**PDN straps and rails**

Bar = 100 um. Pins as bars on the die edge. Tap cells in grey.
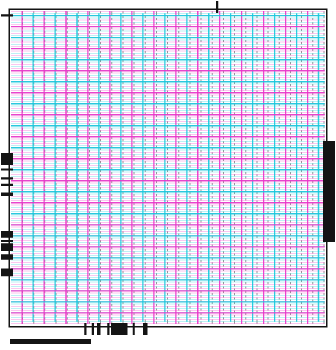
**Cells coloured by class**

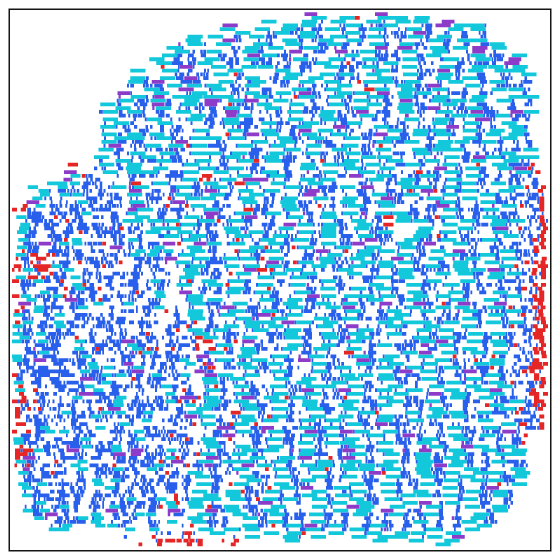
**Routed clock nets over the placement**

Bar = 100 um.
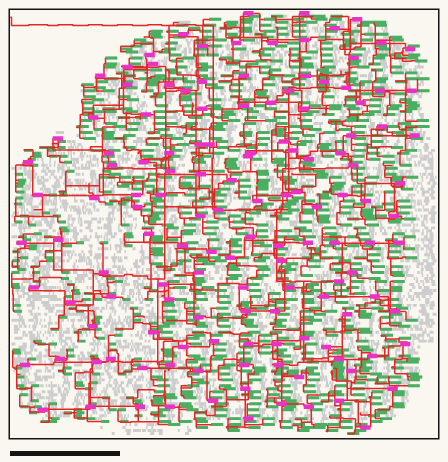
`config.mk`:
```
export PLATFORM = sky130hd
export DESIGN_NAME = reg_status_file
export DESIGN_NICKNAME = d
export VERILOG_FILES = /design/src/rtl/reg_status_file.sv
export SDC_FILE = /design/constraint.sdc
export NUM_CORES = 2
export LEC_CHECK = 0
export ABC_AREA = 1
export CAP_MARGIN = 20
export CORE_UTILIZATION = 43
export DETAILED_ROUTE_END_ITERATION = 8
export HOLD_SLACK_MARGIN = 0.03
export PLACE_DENSITY = 0.56
export SYNTH_ARGS = -nofsm -noshare
export SYNTH_HDL_FRONTEND = slang
export SYNTH_SLANG_ARGS = --single-unit
export TNS_END_PERCENT = 30
```
`constraint.sdc`:
```
create_clock -name clk -period 8.35 [get_ports clk]
set_input_delay 1.2525 -clock clk [delete_from_list [all_inputs] [get_ports clk]]
set_output_delay 1.2525 -clock clk [all_outputs]
set_load 0.01 [all_outputs]
```
`src/rtl/reg_status_file.sv`:
```
// ---------------------------------------------------------------------------
// reg_status_file
//
// Architectural register file with a rename label per register, as used by a
// Tomasulo-style issue stage. Each register holds a value and a label. Label
// zero means the value in the file is current. A nonzero label names the
// reservation-station/FU entry that will produce the next value.
//
// Ports:
//   clk, rst                 rising-edge clock, synchronous active-high reset
//   readAddr1/readAddr2      issue-stage source registers (rs, rt)
//   labelOut1/labelOut2      pending label per source, 0 when value is ready
//   dataOut1/dataOut2        register value per source (valid when label==0)
//   issueEn/issueAddr/
//   issueLabel               destination allocation for the issuing instr.
//   cdbValid/cdbLabel/
//   cdbData                  common data bus result broadcast
//   flush                    drop every pending label (recovery)
//   pendingCnt               registered count of registers still pending
// ---------------------------------------------------------------------------
module reg_status_file #(
  parameter int NREG = 32,
  parameter int DW   = 32,
  parameter int LW   = 5
) (
  input  logic          clk,
  input  logic          rst,
  input  logic [4:0]    readAddr1,
  input  logic [4:0]    readAddr2,
  output logic [LW-1:0] labelOut1,
  output logic [LW-1:0] labelOut2,
  output logic [DW-1:0] dataOut1,
  output logic [DW-1:0] dataOut2,
  input  logic          issueEn,
  input  logic [4:0]    issueAddr,
  input  logic [LW-1:0] issueLabel,
  input  logic          cdbValid,
  input  logic [LW-1:0] cdbLabel,
  input  logic [DW-1:0] cdbData,
  input  logic          flush,
  output logic [5:0]    pendingCnt
);

  logic [DW-1:0] dataMem   [NREG];
  logic [LW-1:0] labelMem  [NREG];
  logic [DW-1:0] nextData  [NREG];
  logic [LW-1:0] nextLabel [NREG];
  logic [5:0]    nextCnt;

  // A CDB broadcast only means something when it carries a real label; label
  // zero would otherwise match every ready register and corrupt the file.
  logic cdbLive;
  assign cdbLive = cdbValid && (cdbLabel != '0);

  // Source port A. Register 0 is hardwired to zero. If the register is still
  // waiting on the producer that is broadcasting right now, forward the CDB
  // value so the issuing instruction does not have to wait one more cycle.
  // A same-cycle issue is deliberately invisible here so that an instruction
  // with rs==rd still reads its old producer.
  always_comb begin
    labelOut1 = labelMem[readAddr1];
    dataOut1  = dataMem[readAddr1];
    if (readAddr1 == '0) begin
      labelOut1 = '0;
      dataOut1  = '0;
    end else if (cdbLive && (labelMem[readAddr1] == cdbLabel)) begin
      labelOut1 = '0;
      dataOut1  = cdbData;
    end
  end

  // Source port B, identical in behaviour to port A.
  always_comb begin
    labelOut2 = labelMem[readAddr2];
    dataOut2  = dataMem[readAddr2];
    if (readAddr2 == '0) begin
      labelOut2 = '0;
      dataOut2  = '0;
    end else if (cdbLive && (labelMem[readAddr2] == cdbLabel)) begin
      labelOut2 = '0;
      dataOut2  = cdbData;
    end
  end

  // Next-state for every register. The CDB value is captured whenever the
  // stored label matches, even during a flush, so committed results are never
  // lost. For the label, flush beats everything, then a new issue beats the
  // CDB retire (the newer producer owns the register), then the retire.
  // The pending count is taken from the final labels, so it can never drift
  // from the table contents.
  always_comb begin
    nextData[0]  = '0;
    nextLabel[0] = '0;
    nextCnt      = '0;
    for (int i = 1; i < NREG; i++) begin
      logic hit;
      hit          = cdbLive && (labelMem[i] == cdbLabel);
      nextData[i]  = hit ? cdbData : dataMem[i];
      nextLabel[i] = labelMem[i];
      if (flush) begin
        nextLabel[i] = '0;
      end else if (issueEn && (issueAddr == 5'(i)) && (issueLabel != '0)) begin
        nextLabel[i] = issueLabel;
      end else if (hit) begin
        nextLabel[i] = '0;
      end
      nextCnt = nextCnt + {5'b0, (nextLabel[i] != '0)};
    end
  end

  // State update. Reset clears the whole table and the count and overrides
  // any issue, CDB or flush activity in the same cycle.
  always_ff @(posedge clk) begin
    if (rst) begin
      for (int i = 0; i < NREG; i++) begin
        dataMem[i]  <= '0;
        labelMem[i] <= '0;
      end
      pendingCnt <= '0;
    end else begin
      for (int i = 0; i < NREG; i++) begin
        dataMem[i]  <= nextData[i];
        labelMem[i] <= nextLabel[i];
      end
      pendingCnt <= nextCnt;
    end
  end

endmodule
```
==> impl_metrics.ini <==
; implementation run metrics
[floorplanning]
io_pins = 142
initial_core_util_pct = 43.4

[sta]
final-hold-violation-count = 0
slew_viol_final = 0
relSlewSlack_pct = 20.3
worst_slew_pin_slew_ns = 1.19
hold_ws_ns = 0.646
finalSetupTns_ns = 0

[finish]
lay_top_cells = nand2_1 (1908), edfxtp_1 (992), nor2_1 (880), nand3_1 (808), a21oi_1 (589)
final_area_mm2 = 0.0719
finish.utilization_pct = 48.0
layout_top_cell = nand2_1
syn_to_final_growth_pct = 10.8

[synthesis]
ys.flop_type = edfxtp_1
async_flop_share_pct = 0
synth_area_mm2 = 0.0649
synthMostInstantiatedCell = nand2_1

[hold_path]
hold_path_class = flop to flop
holdPathStages = 2

[critical_path]
cpPeakStageDelay_ns = 0.57
setup.worst_path.start = issueAddr[3]
reg2reg_from = labelMem[28][4]$_SDFF_PP0_
crit_chain = clkdlybuf4s50_1 -> inv_1 -> nor2_1 -> inv_1 -> nor2_1 -> inv_1 -> nor2_1 -> clkinv_1 -> o211ai_1 -> nand3_1 -> nor2_1 -> fa_1 -> fa_1 -> fa_1 -> fa_1 -> fa_1 -> fa_1 -> inv_1 -> fa_1 -> fa_1 -> a21oi_1 -> o21ba_2 -> o21ai_0 -> a21oi_1
r2r_end = pendingCnt[4]$_SDFF_PP0_

[placement]
dpl.hpwl_um = 158000
io_buffers = 141

[drt]
first_pass_iters = 6
vias_per_cell = 6.28
wl_um = 282000
drt_iter0_drc = 9286

[cts]
cts_buffers = 135
cts_root_buf = clkbuf_16
cts_resized = 0
clock_path_buffers = 3

[grt]
grt_usage_pct = 36.2
grt_pass1_vias = 57500
grt.busiest_layer = met2
gr-total-overflow = 0

[power_and_ir_drop]
p_per_area_mw_per_mm2 = 208

[run_status]
status = completed

[flow_run]
maxCapViolCount = 0
About 'PDN straps and rails':
cyan -> VDD
magenta -> VSS
rows = 142
met4 straps = 28
signal pins = 142
met5 straps = 28
met1 rails = 143
Die Y: 391 um
Peak VDD IR: 0.000155 V
core area: 0.150 mm2

About 'cells coloured by class':
cyan -> flip-flops  # cells 1153
blue -> all other logic  # cells 6091
purple -> clock drivers and dummy loads  # cells 233
red -> other buffers and delay cells  # cells 313
sequential cell area share: 45.9%
Core Rows: 142

About 'routed clock nets over the placement':
green -> flip-flops  # count 1153
red -> clock wires  # length 16000 um
magenta -> cells driving clock nets  # count 135
flops lie = all over the die
routed clock nets = 136
Clock power frac: 39.7%
Clk. pwr: 5930 uW
final clock skew: 0.0240 ns
clock insertion delay at the later pin of the skew report: 0.80 ns

==> final cells by class <==
cell class / count / area (um2)
fillers: 14400 / 77800
flip-flops and latches: 1153 / 33000
multi-input cells: 5623 / 27400
clock buffers: 163 / 3560
repair buffers: 313 / 2910
well taps: 2016 / 2520
inverters: 468 / 1810
clock inverters: 70 / 737
diodes: 4 / 10.0
==> cell families (layout without fill, tap and decap cells) <==
family	Yosys count	in the layout	synth area share (%)
and+or+nand+nor	3826	3826	24.4
AOI/OAI and AO/OA	1639	1639	14.9
DFF	1153	1153	50.8
buffers and inverters	1132	1014	7.26
xor gates and xnor gates	128	128	1.73
adders and majority gates	30	30	0.844
other	0	4	0
==> sequential cells by signal, indices dropped and copies added (netlist names) <==
| register | cells |
|---|---|
| labelMem | 155 |
| pendingCnt | 6 |
| dataMem | 992 |
No activity file was given, so power comes from the tool's default toggle rates.
